File: config.mk
export PLATFORM = sky130hd
export DESIGN_NAME = pipe_hazard_ctrl
export DESIGN_NICKNAME = d
export VERILOG_FILES = /design/src/rtl/pipe_hazard_ctrl.sv
export SDC_FILE = /design/constraint.sdc
export NUM_CORES = 1
export LEC_CHECK = 0
export CAP_MARGIN = 20
export CORE_UTILIZATION = 45
export CTS_CLUSTER_DIAMETER = 50
export DETAILED_ROUTE_END_ITERATION = 12
export PLACE_DENSITY = 0.8
export SYNTH_ARGS = -nofsm -noshare
export SYNTH_HDL_FRONTEND = slang
export SYNTH_SLANG_ARGS = --single-unit
File: constraint.sdc
create_clock -name clk -period 3.9 [get_ports clk]
set_input_delay 0.78 -clock clk [delete_from_list [all_inputs] [get_ports clk]]
set_output_delay 0.78 -clock clk [all_outputs]
set_load 0.02 [all_outputs]
File: src/rtl/pipe_hazard_ctrl.sv
// Central stall/flush scheduler for a 5-stage RV32I pipeline.
// Latency: stall_o/flush_o/imem_req_o are combinational (same-cycle hazard response); counters are registered.
// Backpressure: an I-mem or D-mem wait holds the upstream stages and inserts bubbles downstream.
//
// Ports:
//   clk, rst                      clock and synchronous active-high reset
//   id_r1_i/id_r2_i/id_use_r*_i   source registers read by the instruction in ID
//   ex_rd_i/ex_mem_re_i           destination register and load flag of the instruction in EX
//   ex_taken_i                    EX resolved a taken branch/jump this cycle
//   mem_re_i/mem_wr_i             MEM-stage D-mem access active
//   dmem_ready_i                  D-mem completes the MEM access this cycle
//   imem_req_o/imem_ready_i       fetch request for the current PC and its completion
//   stall_o/flush_o               per-stage hold / bubble (0=PC,1=IF/ID,2=ID/EX,3=EX/MEM,4=MEM/WB)
//   stall_cnt_o/flush_cnt_o       saturating counts of PC-stall cycles and redirects
module pipe_hazard_ctrl #(
   parameter int STAGES = 5,
   parameter int CNT_W  = 32
) (
   input  logic              clk,
   input  logic              rst,
   input  logic [4:0]        id_r1_i,
   input  logic [4:0]        id_r2_i,
   input  logic              id_use_r1_i,
   input  logic              id_use_r2_i,
   input  logic [4:0]        ex_rd_i,
   input  logic              ex_mem_re_i,
   input  logic              ex_taken_i,
   input  logic              mem_re_i,
   input  logic              mem_wr_i,
   input  logic              dmem_ready_i,
   output logic              imem_req_o,
   input  logic              imem_ready_i,
   output logic [STAGES-1:0] stall_o,
   output logic [STAGES-1:0] flush_o,
   output logic [CNT_W-1:0]  stall_cnt_o,
   output logic [CNT_W-1:0]  flush_cnt_o
);

   typedef enum logic {ST_RUN, ST_DWAIT} st_e;

   st_e              st_q, st_d;
   logic             drop_pend_q, drop_pend_d;
   logic [CNT_W-1:0] stall_cnt_q, stall_cnt_d;
   logic [CNT_W-1:0] flush_cnt_q, flush_cnt_d;

   logic dmem_wait;
   logic load_use;
   logic imem_wait;
   logic drop_hit;

   // The fetch request is held continuously; stalls only freeze the PC it points at.
   assign imem_req_o = ~rst;

   assign dmem_wait = (mem_re_i | mem_wr_i) & ~dmem_ready_i;
   // x0 is hard-wired to zero, so a load targeting it can never create a dependency.
   assign load_use  = ex_mem_re_i & (ex_rd_i != 5'd0) &
                      ((id_use_r1_i & (ex_rd_i == id_r1_i)) |
                       (id_use_r2_i & (ex_rd_i == id_r2_i)));
   assign imem_wait = imem_req_o & ~imem_ready_i;
   assign drop_hit  = drop_pend_q & imem_ready_i;

   always_comb begin
      stall_o     = '0;
      flush_o     = '0;
      st_d        = st_q;
      drop_pend_d = drop_pend_q;
      stall_cnt_d = stall_cnt_q;
      flush_cnt_d = flush_cnt_q;

      if (!rst) begin
         if (dmem_wait) begin
            // EX is frozen too, so a pending redirect stays asserted and is serviced later.
            stall_o[3:0] = 4'b1111;
            flush_o[4]   = 1'b1;
         end else if (ex_taken_i) begin
            flush_o[1] = 1'b1;
            flush_o[2] = 1'b1;
            if (~&flush_cnt_q) flush_cnt_d = flush_cnt_q + CNT_W'(1);
            // The in-flight fetch belongs to the wrong path; its response must be discarded.
            if (imem_wait) drop_pend_d = 1'b1;
         end else if (load_use) begin
            // The load leaves EX next cycle, so a single bubble resolves the hazard.
            stall_o[1:0] = 2'b11;
            flush_o[2]   = 1'b1;
         end else if (imem_wait) begin
            stall_o[0] = 1'b1;
            flush_o[1] = 1'b1;
         end else if (drop_hit) begin
            // Stale response: bubble it and re-fetch the (already redirected) PC.
            stall_o[0]  = 1'b1;
            flush_o[1]  = 1'b1;
            drop_pend_d = 1'b0;
         end

         if (stall_o[0] && (~&stall_cnt_q)) stall_cnt_d = stall_cnt_q + CNT_W'(1);

         case (st_q)
            ST_RUN:   if (dmem_wait)  st_d = ST_DWAIT;
            ST_DWAIT: if (!dmem_wait) st_d = ST_RUN;
            default:                  st_d = ST_RUN;
         endcase
      end
   end

   always_ff @(posedge clk) begin
      if (rst) begin
         st_q        <= ST_RUN;
         drop_pend_q <= 1'b0;
         stall_cnt_q <= '0;
         flush_cnt_q <= '0;
      end else begin
         st_q        <= st_d;
         drop_pend_q <= drop_pend_d;
         stall_cnt_q <= stall_cnt_d;
         flush_cnt_q <= flush_cnt_d;
      end
   end

   assign stall_cnt_o = stall_cnt_q;
   assign flush_cnt_o = flush_cnt_q;

endmodule

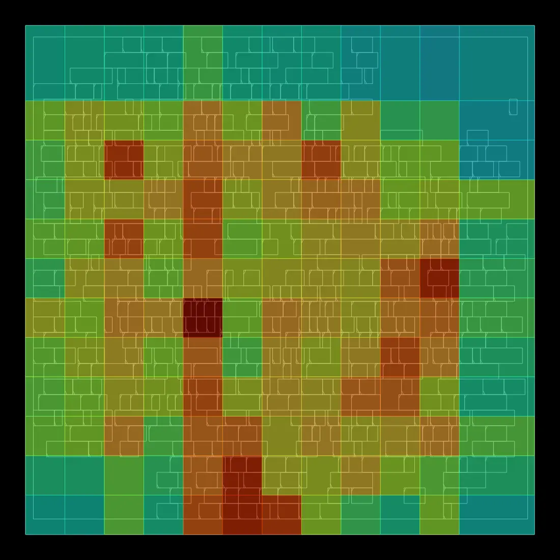
run_1/congestion.png
global routing usage on met2: 0.378
met3 Usage GRT: 0.0443
met1 global-route usage: 0.285
Most Crowded Layer GR: met2

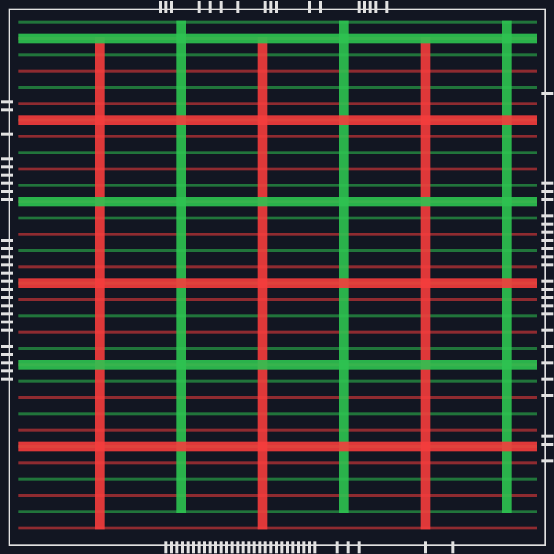
run_1/power_grid.png
Scale: 6 px per um. Pins as bars on the die edge.
colour	net
red	VSS
green	VDD
met1 rails	32
met5 straps	6
signal pins	100
met4 straps	6
rows	31

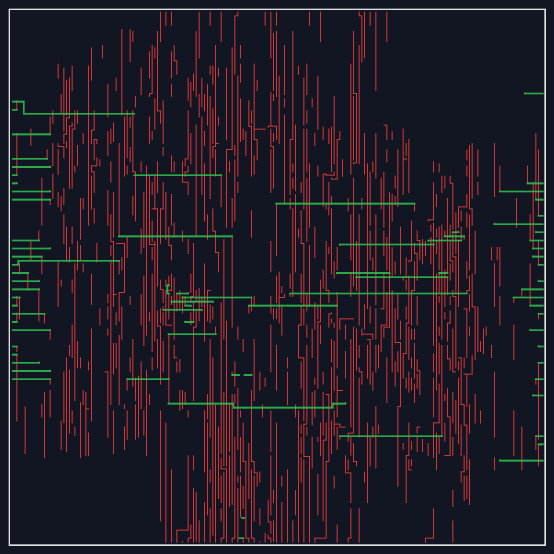
run_1/wires.png
Scale: 6 px per um. Two of the layers only.
colour	layer	wire length
red	metal 2	4210 um
green	metal 3	437 um
DR vias: 3270
GRT Util Overall: 0.224
routed wire length: 8.61 mm

==> impl_metrics.json, run 1 <==
{
  "grt_max_degree": 51,
  "p_int_w": 0.00106,
  "cts_resized": 0,
  "netlist_instances": 407,
  "synth_area_sq_um": 3410,
  "drtIter0Drc": 148,
  "die_w_um": 89.1,
  "rsz0062_at_grt": "false",
  "fa_ha_area_frac": 0.00734,
  "largest_area_cell": "dfxtp_1",
  "startpoint": "ex_rd_i[4]",
  "edf_count": 0,
  "synth_cell_types": 48,
  "ant_nets": 0,
  "hold_viol": 0,
  "die-area_sq_um": 7930,
  "placementRows": 31,
  "ys_cells": 407,
  "pwr-share-seq": 0.485,
  "p_per_area_nw_per_um2": 300,
  "finalCriticalPeriod_ns": 3.75,
  "ys_seq_elements": 65,
  "timing.fmax_mhz": 267,
  "first_global_vias": 2916,
  "r2r_slack_ns": 1.36,
  "skew_ns": 0.00955,
  "dieHeight_um": 89.1,
  "top_logic_kind": "simple AND/OR/NAND/NOR gates",
  "clk_latency_ns": 0.35,
  "fp.coreArea_sq_um": 7290,
  "synthAoiAreaFrac": 0.0899,
  "synth.cellmix.xorXnorShare": 0.131,
  "cts_tree": "built",
  "grt_pass1_wl_mm": 13.8,
  "placed_cells": 589,
  "hold_start": "stall_cnt_o[27]$_SDFFE_PP0P_",
  "irDropWorstVdd_mv": 0.171,
  "clockRootBuffer": "clkbuf_8",
  "wl_per_cell_um": 14.3,
  "synth_warnings": 0,
  "gp_congestion": 0.844,
  "simple_gate_area_frac": 0.319,
  "place_ws_ns": 0.103,
  "initial_core_util": 0.468,
  "clkPwrFrac": 0.416,
  "postCtsSetupBuffers": 0,
  "synth.area.top_cells": "dfxtp_1 38%, nor2_1 6.9%, xnor2_1 6.7%",
  "r2r-start": "drop_pend_q$_SDFFE_PP0P_",
  "yosysSeqAreaShare": 0.382,
  "status": "finished, final reports clean",
  "cts-buffers-inserted": 9,
  "critical_path.endpoint_type": "output port",
  "crit_path_start_kind": "input port",
  "endpoint": "stall_o[1]",
  "final_max_slew_viol_count": 0,
  "area_growth_syn_to_layout_pct": 35.8,
  "hp-class": "reg -> reg",
  "switching_share": 0.240,
  "holdPathStages": 2,
  "port_buffers": 96,
  "antenna_found_initial": 0,
  "worstRegToRegCells": 8,
  "critPathMaxFanout": 5,
  "h-tree-depth": 3,
  "clkTransAtPathRegs_ns": 0.07,
  "drive_above_1_share": 0.0752,
  "setup_violations": 0,
  "regArea_sq_um": 1300,
  "ys_async_sr_fraction": 0,
  "io_pins": 100,
  "synth-main-ff-cell": "dfxtp_1",
  "clockBufferDepth": 2,
  "warnings": 26,
  "comb_power_share": 0.099,
  "drc_errors": 0,
  "power_switching_w": 0.000334,
  "setup_slack_ns": 0.152,
  "grt-ovfl-total": 0,
  "power.leakage_nw": 1.57,
  "combGateArea_sq_um": 1970,
  "yosysChipArea_sq_um": 3410,
  "ctsHoldBuffers": 0,
  "cts_sinks": 65,
  "num-nets-final": 528,
  "drt-pass1-iter-count": 4,
  "timing.setup.tns_ns": 0,
  "maxSlewHeadroom": 0.502,
  "diodes": 0,
  "dp_hpwl_mm": 6.30,
  "vias_per_cell": 5.41
}
-- run 1: critical path: stages --
cell	delay (ns)
clkdlybuf4s50_1	0.55
xnor2_1	0.14
nand4_1	0.13
o22ai_2	0.33
nand2_1	0.15
nor2_1	0.12
nor2_1	0.05
nor2_1	0.10
clkdlybuf4s50_1	0.61
-- run 1: power by group through the flow --
stage | combinational [W] | sequential [W] | clock, W
2_1_floorplan | 0.0000742 | 0.000693 | 0
3_3_place_gp | 0.000134 | 0.000689 | 0
4_1_cts | 0.000137 | 0.000674 | 0.000589
5_1_grt | 0.000148 | 0.000675 | 0.000620
6_report | 0.000137 | 0.000674 | 0.000578
3_5_place_dp | 0.000136 | 0.000689 | 0
-- run 1: layout by cell type (no fill, tap or decap), drive strengths merged, types with 9 or more instances in the layout --
cell           count
clkbuf            12
dfxtp             65
xor2              25
nand3             23
nor3              11
buf                9
nand2             25
nand4             24
xnor2             26
a21oi             17
clkdlybuf4s50     94
and4               9
nor2              64
and3              10
-- run 1: synth_stat cells, types with 2 or more instances --
| library cell | n |
|---|---|
| nor2b_1 | 5 |
| and4_4 | 2 |
| nand3_1 | 22 |
| o311ai_0 | 2 |
| or2_2 | 2 |
| and3_1 | 10 |
| o21ai_1 | 2 |
| buf_2 | 3 |
| buf_4 | 7 |
| o21ai_0 | 3 |
| o21ai_2 | 2 |
| dfxtp_1 | 65 |
| nand2_1 | 25 |
| a211oi_1 | 4 |
| or4_1 | 7 |
| mux2i_1 | 2 |
| or3_1 | 4 |
| or4b_1 | 6 |
| nor4_1 | 5 |
| xnor2_1 | 26 |
| mux2_2 | 5 |
| and4_1 | 7 |
| inv_1 | 7 |
| nor3_1 | 11 |
| nand4_1 | 24 |
| o41ai_1 | 6 |
| o31ai_1 | 6 |
| clkbuf_1 | 10 |
| a21oi_1 | 17 |
| ha_1 | 2 |
| and2_1 | 5 |
| nor2_1 | 63 |
| xor2_1 | 25 |
-- run 1: worst min-delay path by stage --
stage                                               to  slack (ns)
after floorplan               drop_pend_q$_SDFFE_PP0P_        0.48
after global placement    stall_cnt_o[13]$_SDFFE_PP0P_        0.48
after detailed placement  stall_cnt_o[27]$_SDFFE_PP0P_        0.49
after CTS                 stall_cnt_o[27]$_SDFFE_PP0P_        0.50
after global routing      stall_cnt_o[13]$_SDFFE_PP0P_        0.53
final                     stall_cnt_o[27]$_SDFFE_PP0P_        0.49
-- run 1: per-stage QoR --
step                      utilization  area (sq um)
after floorplan                     -          3420
after global placement          0.608          4430
after detailed placement        0.608          4430
after CTS                       0.635          4630
after global routing            0.635          4630
final                           0.635          4630
-- run 1: cell type report --
class                      instances  area share
clock buffer                      12      0.0335
clock inverter                     3     0.00865
inverter                           7     0.00567
multi-input combinational        314       0.424
sequential                        65       0.281
tap                               99      0.0267
timing repair buffer             104       0.220
-- run 1: layer usage --
metal | routed length [um] | vias to the layer above | share of wire | global-route usage
met3 | 436 | 6 | 0.051 | 0.0443
met4 | 61 | 0 | 0.0071 | 0.0837
li1 | - | 1637 | - | -
met2 | 4210 | 102 | 0.49 | 0.378
met5 | 0 | - | 0 | 0
met1 | 3900 | 1525 | 0.45 | 0.285
run_1/cell_density.png
Scale: 3 px per um. The die is cut into 9 by 9 equal tiles; white is low, dark blue is high, 0 to 100% covered.
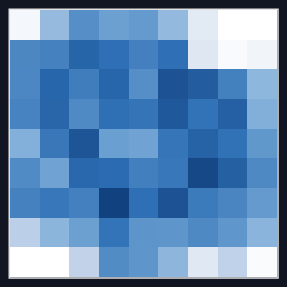

## Run 2: what changed since run 1
CORE_MARGIN = 10   (was unset)
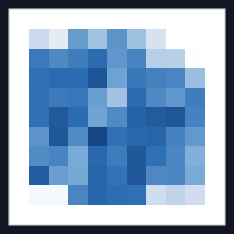
run_2/cell_density.png
Scale: 2 px per um. The die is cut into 11 by 11 equal tiles; white is low, dark blue is high, 0 to 100% covered.
emptiest ninth of the die	top right
densest ninth of the die	middle
mean over tiles	39%
fullest tile	91%

==> run 2 against run 1 <==
- register-to-register slack better by 0.03 ns
- sequential power about the same
- combinational power about the same
- cell area up 0.27%
- die size up 45%
- maximum frequency up 2.7%
- critical path type unchanged
- highest routed layer unchanged
==> impl_metrics.json, run 2 <==
{
  "ys_async_sr_fraction": 0,
  "synth.area.top_cells": "dfxtp_1 38%, nor2_1 6.9%, xnor2_1 6.7%",
  "cts_sinks": 65,
  "diodes": 0,
  "wl_met3_um": 854,
  "clk_latency_ns": 0.34,
  "edf_count": 0,
  "hold_viol": 0,
  "switching_share": 0.238,
  "timing.setup.tns_ns": 0,
  "synth-main-ff-cell": "dfxtp_1",
  "critPathMaxFanout": 5,
  "fp.coreArea_sq_um": 7330,
  "crit_path_start_kind": "input port",
  "setup_violations": 0,
  "rsz0062_at_grt": "false",
  "cts_tree": "built",
  "maxUsedRoutingLayer": "met4",
  "dieHeight_um": 107,
  "grt_max_degree": 44,
  "p_int_w": 0.00106,
  "hp-class": "reg -> reg",
  "status": "finished, final reports clean",
  "warnings": 26,
  "final_max_slew_viol_count": 0,
  "netlist_instances": 407,
  "initial_core_util": 0.465,
  "track_usage": 0.166,
  "mostFrequentLayoutCell": "clkdlybuf4s50_1",
  "post-synth-top-count-cell": "dfxtp_1",
  "drc_errors": 0,
  "num-nets-final": 529,
  "grt_pass1_wl_mm": 15.8,
  "grt-ovfl-total": 0,
  "timing.fmax_mhz": 274,
  "gp_congestion": 0.815,
  "r2r_slack_ns": 1.39,
  "clkPwrFrac": 0.414,
  "cts-buffers-inserted": 9,
  "maxSlewHeadroom": 0.456,
  "r2r-start": "drop_pend_q$_SDFFE_PP0P_",
  "synth_area_sq_um": 3410,
  "synth_warnings": 0,
  "die_w_um": 107,
  "synth_cell_types": 48,
  "setup_slack_ns": 0.252
}
## run 2: final cells by class
| type | count | area [sq um] | share of cell area |
|---|---|---|---|
| tap | 99 | 124 | 0.0267 |
| inverter | 7 | 26.3 | 0.00566 |
| clock buffer | 12 | 155 | 0.0334 |
| multi-input combinational | 314 | 1970 | 0.423 |
| timing repair buffer | 105 | 1030 | 0.222 |
| clock inverter | 3 | 40.0 | 0.00862 |
| sequential | 65 | 1300 | 0.280 |
## run 2: routing by layer
metal  GRT usage  vias to the layer above
li1            -                     1635
met4      0.0609                        0
met3      0.0659                       14
met5           0                        -
met1       0.179                     1473
met2       0.288                      100
## run 2: worst min-delay path by stage
stage                            startpoint  cells past startpoint                      endpoint  slack (ns)
6_report       stall_cnt_o[27]$_SDFFE_PP0P_                      2  stall_cnt_o[27]$_SDFFE_PP0P_        0.49
5_1_grt        stall_cnt_o[17]$_SDFFE_PP0P_                      2  stall_cnt_o[17]$_SDFFE_PP0P_        0.52
3_3_place_gp   stall_cnt_o[17]$_SDFFE_PP0P_                      2  stall_cnt_o[17]$_SDFFE_PP0P_        0.48
2_1_floorplan      drop_pend_q$_SDFFE_PP0P_                      2      drop_pend_q$_SDFFE_PP0P_        0.48
4_1_cts        stall_cnt_o[27]$_SDFFE_PP0P_                      2  stall_cnt_o[27]$_SDFFE_PP0P_        0.49
3_5_place_dp   stall_cnt_o[27]$_SDFFE_PP0P_                      2  stall_cnt_o[27]$_SDFFE_PP0P_        0.48
## run 2: power groups by stage
| stage | Sequential, W | Clock (W) | Combinational, W |
|---|---|---|---|
| 4_1_cts | 0.000674 | 0.000585 | 0.000141 |
| 5_1_grt | 0.000674 | 0.000614 | 0.000153 |
| 3_3_place_gp | 0.000689 | 0 | 0.000137 |
| 6_report | 0.000674 | 0.000574 | 0.000140 |
| 3_5_place_dp | 0.000689 | 0 | 0.000140 |
| 2_1_floorplan | 0.000693 | 0 | 0.0000742 |
## run 2: critical path, cell delays in order
cell and delay, ns:
clkdlybuf4s50_1 0.44, buf_4 0.16, xnor2_1 0.14, nand4_1 0.11, o22ai_2 0.32, a21oi_1 0.11, nor3_1 0.14, clkdlybuf4s50_1 0.66
## run 2: per-stage QoR
step                      utilization  instance area [sq um]
after floorplan                     -                   3420
after global placement          0.606                   4440
after detailed placement        0.606                   4440
after CTS                       0.632                   4640
after global routing            0.633                   4640
final                           0.633                   4640
## run 2: logic make-up (layout without fill, tap and decap cells)
group	after synthesis	count (layout)	share of synthesized area
other	1	3	0.00110
AND/OR/NAND/NOR	204	204	0.319
flip-flops	65	65	0.382
AND-OR/OR-AND	46	46	0.0899
multiplexers	8	8	0.0257
XOR/XNOR	51	51	0.131
buffers and inverters	30	127	0.0444
adder cells (fa/ha/maj)	2	2	0.00734
## run 2: timing repair
item / 4_1_cts / 5_1_grt
hold endpoints to repair: 0 / 0
resized: 0 / 3
endpoints found under the setup margin: 0 / 3
Power and IR drop assume default switching activity.
